$ cat config.mk
export PLATFORM = sky130hd
export DESIGN_NAME = elm_mitchell_pipe
export DESIGN_NICKNAME = d
export VERILOG_FILES = /design/src/rtl/elm_pkg.sv /design/src/rtl/elm_mitchell_pipe_log.sv /design/src/rtl/elm_mitchell_pipe.sv
export SDC_FILE = /design/constraint.sdc
export NUM_CORES = 1
export LEC_CHECK = 0
export CORE_MARGIN = 2
export CORE_UTILIZATION = 30
export CTS_CLUSTER_DIAMETER = 150
export DETAILED_ROUTE_END_ITERATION = 16
export GPL_ROUTABILITY_DRIVEN = 0
export PLACE_DENSITY_LB_ADDON = 0.1
export SYNTH_ARGS = -nofsm -noshare
export SYNTH_HDL_FRONTEND = slang
export SYNTH_SLANG_ARGS = --single-unit
$ cat constraint.sdc
create_clock -name clk -period 9.64 [get_ports clk]
set_clock_uncertainty 0.05 [all_clocks]
set_input_delay 2.41 -clock clk [delete_from_list [all_inputs] [get_ports clk]]
set_output_delay 2.41 -clock clk [all_outputs]
set_load 0.05 [all_outputs]
$ cat src/rtl/elm_pkg.sv
// Shared encodings, log-word layout and Booth digit helpers for the
// pipelined hybrid Booth/Mitchell multiplier.
package elm_pkg;

   localparam logic MODE_APPROX = 1'b0;
   localparam logic MODE_EXACT  = 1'b1;

   localparam int LOG_KW = 6;
   localparam int LOG_FW = 32;

   localparam int BOOTH_ONE = 0;
   localparam int BOOTH_TWO = 1;
   localparam int BOOTH_NEG = 2;

   typedef struct packed {
      logic [LOG_KW-1:0] k;
      logic [LOG_FW-1:0] f;
   } log_word_t;

   function automatic int clog2(input int value);
      int r;
      r = 0;
      while ((32'sd1 <<< r) < value) begin
         r = r + 32'sd1;
      end
      return r;
   endfunction

   // Radix-4 digit from an overlapping multiplier triplet {b[2i+1], b[2i], b[2i-1]}
   function automatic logic [2:0] booth_enc(input logic [2:0] trip);
      logic [2:0] ctl;
      case (trip)
         3'b001, 3'b010: ctl = 3'b001;
         3'b011:         ctl = 3'b010;
         3'b100:         ctl = 3'b110;
         3'b101, 3'b110: ctl = 3'b101;
         default:        ctl = 3'b000;
      endcase
      return ctl;
   endfunction

endpackage

$ cat src/rtl/elm_mitchell_pipe_log.sv
// Mitchell log front end: one's-complement magnitude, leading-one position
// and the FRAC mantissa bits that follow it.
module mitchell_log_core
   import elm_pkg::*;
#(
   parameter int SPLIT = 14,
   parameter int FRAC  = 5
) (
   input  logic [SPLIT-1:0] a,
   output log_word_t        lw
);

   localparam int KW = clog2(SPLIT);

   logic [SPLIT-1:0] mag_s;
   logic [SPLIT-1:0] norm_s;
   logic [KW-1:0]    k_s;

   // Normalising the leading one to the top bit leaves f directly below it; a zero magnitude yields k=0, f=0
   always_comb begin
      mag_s = a ^ {SPLIT{a[SPLIT-1]}};
      k_s   = '0;
      for (int i = 0; i < SPLIT; i++) begin
         k_s = mag_s[i] ? KW'(i) : k_s;
      end
      norm_s = mag_s << (KW'(SPLIT - 1) - k_s);
      lw     = '0;
      lw.k   = LOG_KW'(k_s);
      lw.f   = LOG_FW'(FRAC'(norm_s >> (SPLIT - 1 - FRAC)));
   end

endmodule

$ cat src/rtl/elm_mitchell_pipe.sv
// Three-stage valid/ready hybrid Booth/Mitchell signed multiplier with a
// per-transaction exact/approximate mode and a tag sideband.
module elm_mitchell_pipe
   import elm_pkg::*;
#(
   parameter int WIDTH = 16,
   parameter int SPLIT = 14,
   parameter int FRAC  = 5,
   parameter int TAG_W = 4
) (
   input  logic               clk,
   input  logic               rst_n,
   input  logic               in_valid,
   output logic               in_ready,
   input  logic               in_mode,
   input  logic [WIDTH-1:0]   in_x,
   input  logic [WIDTH-1:0]   in_y,
   input  logic [TAG_W-1:0]   in_tag,
   output logic               out_valid,
   input  logic               out_ready,
   output logic [2*WIDTH-1:0] out_p,
   output logic [TAG_W-1:0]   out_tag
);

   localparam int HW  = WIDTH - SPLIT + 1;
   localparam int PW  = 2 * WIDTH;
   localparam int OW  = WIDTH + 2;
   localparam int ND  = OW / 2 + 1;
   localparam int BW  = 2 * OW;
   localparam int AW  = 2 * SPLIT + FRAC;
   localparam int MW  = 2 * SPLIT;

   // Radix-4 Booth product; negated digits add their +1 as a separate sign-factor term
   function automatic logic [BW-1:0] booth_mul(input logic [OW-1:0] a, input logic [OW-1:0] b);
      logic [2*ND:0]   bx;
      logic [BW-1:0]   ax;
      logic [BW-1:0]   pp;
      logic [BW-1:0]   acc;
      logic [2:0]      ctl;
      bx  = {{(2*ND-OW){b[OW-1]}}, b, 1'b0};
      ax  = {{(BW-OW){a[OW-1]}}, a};
      acc = '0;
      for (int i = 0; i < ND; i++) begin
         ctl = booth_enc(bx[2*i +: 3]);
         pp  = ctl[BOOTH_TWO] ? (ax << 1) : (ctl[BOOTH_ONE] ? ax : '0);
         pp  = ctl[BOOTH_NEG] ? ~pp : pp;
         acc = acc + (pp << (2*i)) + (BW'(ctl[BOOTH_NEG]) << (2*i));
      end
      return acc;
   endfunction

   logic s3_free_s, s2_free_s;
   logic signed [HW-1:0] xh_s, yh_s;
   log_word_t lwx_s, lwy_s;

   logic                     s1_valid_r, s1_mode_r;
   logic [TAG_W-1:0]         s1_tag_r;
   logic signed [HW-1:0]     s1_xh_r, s1_yh_r;
   logic signed [SPLIT-1:0]  s1_xl_r, s1_yl_r;
   logic signed [WIDTH-1:0]  s1_y_r;
   log_word_t                s1_lwx_r, s1_lwy_r;

   logic [LOG_FW-1:0] fsum_s;
   log_word_t         lsum_s;
   logic [AW-1:0]     ant_s;
   logic [MW-1:0]     mant_s, m_s;
   logic [PW-1:0]     row_a_s, row_b_s, row_c_s, sum_s;

   logic              s2_valid_r;
   logic [TAG_W-1:0]  s2_tag_r;
   logic [PW-1:0]     s2_row_a_r, s2_row_b_r, s2_row_c_r;

   // Stage k may load whenever stage k+1 is empty or draining this cycle
   always_comb begin
      s3_free_s = ~out_valid | out_ready;
      s2_free_s = ~s2_valid_r | s3_free_s;
      in_ready  = ~s1_valid_r | s2_free_s;
   end

   // High halves carry the x[SPLIT-1] overlap bit so that x = xh*2^SPLIT + signed(xl)
   always_comb begin
      xh_s = HW'($signed(in_x[WIDTH-1:SPLIT])) + HW'(in_x[SPLIT-1]);
      yh_s = HW'($signed(in_y[WIDTH-1:SPLIT])) + HW'(in_y[SPLIT-1]);
   end

   mitchell_log_core #(.SPLIT(SPLIT), .FRAC(FRAC)) u_log_x (
      .a  (in_x[SPLIT-1:0]),
      .lw (lwx_s)
   );

   mitchell_log_core #(.SPLIT(SPLIT), .FRAC(FRAC)) u_log_y (
      .a  (in_y[SPLIT-1:0]),
      .lw (lwy_s)
   );

   // S1: capture decomposed operands and log words
   always_ff @(posedge clk or negedge rst_n) begin
      if (!rst_n) begin
         s1_valid_r <= 1'b0;
         s1_mode_r  <= MODE_APPROX;
         s1_tag_r   <= '0;
         s1_xh_r    <= '0;
         s1_yh_r    <= '0;
         s1_xl_r    <= '0;
         s1_yl_r    <= '0;
         s1_y_r     <= '0;
         s1_lwx_r   <= '0;
         s1_lwy_r   <= '0;
      end else if (in_ready) begin
         s1_valid_r <= in_valid;
         if (in_valid) begin
            s1_mode_r <= in_mode;
            s1_tag_r  <= in_tag;
            s1_xh_r   <= xh_s;
            s1_yh_r   <= yh_s;
            s1_xl_r   <= in_x[SPLIT-1:0];
            s1_yl_r   <= in_y[SPLIT-1:0];
            s1_y_r    <= in_y;
            s1_lwx_r  <= lwx_s;
            s1_lwy_r  <= lwy_s;
         end
      end
   end

   // Log add with fraction carry into k, truncating antilog, then the three partial rows
   always_comb begin
      fsum_s   = s1_lwx_r.f + s1_lwy_r.f;
      lsum_s.k = s1_lwx_r.k + s1_lwy_r.k + LOG_KW'(fsum_s[FRAC]);
      lsum_s.f = fsum_s & ((LOG_FW'(1) << FRAC) - LOG_FW'(1));
      ant_s    = ((AW'(1) << FRAC) | AW'(lsum_s.f)) << lsum_s.k;
      mant_s   = MW'(ant_s >> FRAC);
      m_s      = ((s1_xl_r == '0) || (s1_yl_r == '0)) ? '0 :
                 ((s1_xl_r[SPLIT-1] ^ s1_yl_r[SPLIT-1]) ? ~mant_s : mant_s);
      row_a_s  = PW'(booth_mul(OW'(s1_xh_r), OW'(s1_y_r)) << SPLIT);
      row_b_s  = PW'(booth_mul(OW'(s1_xl_r), OW'(s1_yh_r)) << SPLIT);
      if (s1_mode_r == MODE_EXACT) begin
         row_c_s = PW'(booth_mul(OW'(s1_xl_r), OW'(s1_yl_r)));
      end else begin
         row_c_s = {{(PW-MW){m_s[MW-1]}}, m_s};
      end
   end

   // S2: register partial rows
   always_ff @(posedge clk or negedge rst_n) begin
      if (!rst_n) begin
         s2_valid_r <= 1'b0;
         s2_tag_r   <= '0;
         s2_row_a_r <= '0;
         s2_row_b_r <= '0;
         s2_row_c_r <= '0;
      end else if (s2_free_s) begin
         s2_valid_r <= s1_valid_r;
         if (s1_valid_r) begin
            s2_tag_r   <= s1_tag_r;
            s2_row_a_r <= row_a_s;
            s2_row_b_r <= row_b_s;
            s2_row_c_r <= row_c_s;
         end
      end
   end

   // Final carry-propagate sum of the three rows
   always_comb begin
      sum_s = s2_row_a_r + s2_row_b_r + s2_row_c_r;
   end

   // S3: output register, held while the consumer stalls
   always_ff @(posedge clk or negedge rst_n) begin
      if (!rst_n) begin
         out_valid <= 1'b0;
         out_p     <= '0;
         out_tag   <= '0;
      end else if (s3_free_s) begin
         out_valid <= s2_valid_r;
         if (s2_valid_r) begin
            out_p   <= sum_s;
            out_tag <= s2_tag_r;
         end
      end
   end

endmodule

==> images/final_placement.png <==
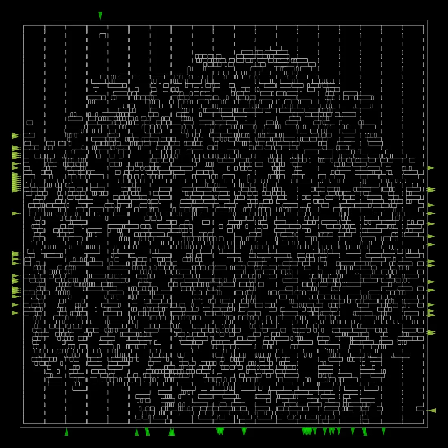
cell row count: 96
TAP cells: 931
fill count: 7184
Seq cells: 170
sequential share of cell area: 18.6%

==> images/wire_density.png <==
Scale: 1.5 px per µm. The die is cut into 27 by 27 equal tiles; dark blue is low, red is high, scaled to the fullest tile. Values are wire area over tile area, all layers added.
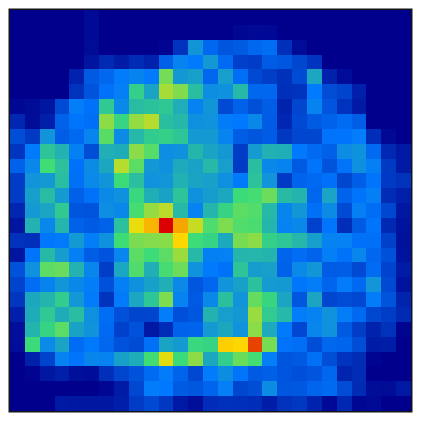
fullest tile: 0.65
mean over tiles: 0.15
emptiest ninth of the die: top right
densest ninth of the die: middle
tiles over half the peak: 8.1%
nearly empty tiles: 18%
DR WL/cell: 20.0 µm
Routed WL: 68200 µm
Total GRT Usage: 19.4%

==> images/port_nets.png <==
Scale: 2 px per µm.
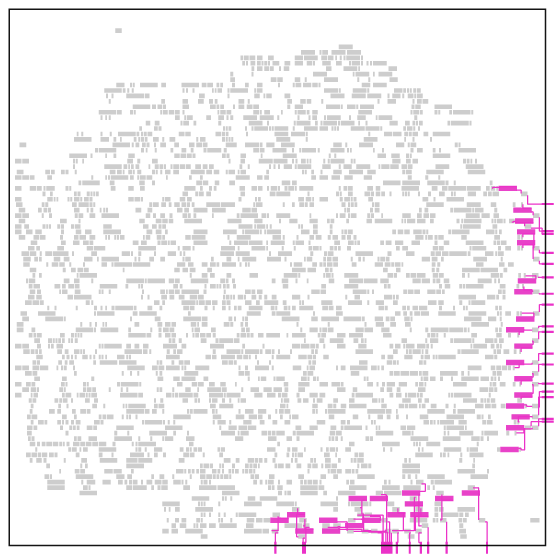
[magenta] out_p | bits: 32 | direction: output | end cells: 32 | buffers: 32 | wire: 728 µm
io pins: 79
Port Buffers: 78

==> images/metal_stack.png <==
Scale: 1.5 px per µm. Two of the layers only.
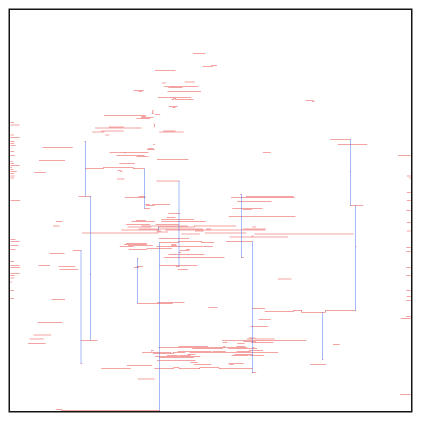
[red] met3 | wire length: 2830 µm
[blue] met4 | wire length: 711 µm
total number of vias: 17700

==> impl_metrics.json <==
{
  "top_cell_area_share_pct": 20.4,
  "cts_buffer_depth": 2,
  "detailedPlace.worstSlack_ps": 2550,
  "grt_max_degree": 101,
  "place_area_mm2": 0.0223,
  "fin_nets": 2814,
  "cts_sinks": 170,
  "period_used_pct": 74.3,
  "holdPathEnd": "out_p[27]",
  "r2r_start": "s1_yl_r[3]",
  "drt_pre_antenna_iters": 5,
  "yosys_warnings": 0,
  "top_cells_by_area": "dfrtp_1 20%, fa_1 13%, ha_1 9.7%, xor2_1 6.8%, nand2_1 5.7%",
  "grt_pass1_wl_um": 106000,
  "fin_cells": 3416,
  "dp_cells": 3384,
  "met2_usage_pct": 31.1,
  "min_path_cells": 2,
  "status": "finished clean",
  "grt-busiest-layer": "met2",
  "cp-startpoint": "s1_yl_r[3]",
  "fin_crit_ps": 7160,
  "ys_seq_share_pct": 20.4,
  "async_flop_share_pct": 100,
  "start_kind": "register",
  "syn_area_mm2": 0.0208,
  "area_growth_pct": 9.98,
  "cts_max_level": 4,
  "cpPeakStageDelay_ps": 1100,
  "cp_max_fo": 25,
  "hp-class": "reg -> reg",
  "layout-drive-gt1-share_pct": 4.99,
  "hold_buffers": 0
}
-- routing by layer --
metal  up-vias  part of all wire (%)
li1       8549                     -
met1      8669                    49
met2       415                    46
met3        32                   4.2
met4         0                   1.0
met5         -                     0
-- layout by cell type, fill, tap and decap left out, drive strengths merged, types with 13 or more instances in the layout --
master and instances:
nand2b 41, mux2 23, ha 161, or3 16
nand3 57, buf 41, and2 19, dfrtp 170
clkbuf 18, xor2 162, nor2 143, and3 13
xnor2 92, nor3 42, nor2b 21, a211oi 15
a22oi 70, a21o 27, fa 140, nand2 315
a221oi 37, a21oi 109, inv 214, mux2i 28
o211ai 14, o21ai 215, o22ai 15, clkdlybuf4s50 77
a31oi 19
-- cell families after synthesis --
kind of cell	after synthesis	synth area share, %
AND/OR/NAND/NOR	718	15.8
XOR/XNOR	254	10.7
AND-OR/OR-AND	632	19.7
adder cells (fa/ha/maj)	301	23.2
flip-flops	170	20.4
buffers and inverters	398	7.48
multiplexers	52	2.70
-- cell type report --
| class | count | area [µm²] | area share, % |
|---|---|---|---|
| Timing Repair Buffer | 119 | 1090 | 4.77 |
| Inverter | 207 | 777 | 3.40 |
| Clock buffer | 17 | 425 | 1.86 |
| Clock inverter | 15 | 144 | 0.629 |
| Tap cell | 931 | 1160 | 5.09 |
| Multi-Input combinational cell | 1957 | 15000 | 65.7 |
| Sequential cell | 170 | 4250 | 18.6 |
-- synthesized netlist by cell type (all sizes together) (21+ instances only) --
cell,count
a21o,27
a21oi,109
a221oi,37
a22oi,70
buf,55
clkbuf,136
dfrtp,170
fa,140
ha,161
inv,205
mux2,23
mux2i,28
nand2,315
nand2b,41
nand3,57
nor2,143
nor2b,21
nor3,42
o21ai,215
xnor2,92
xor2,162
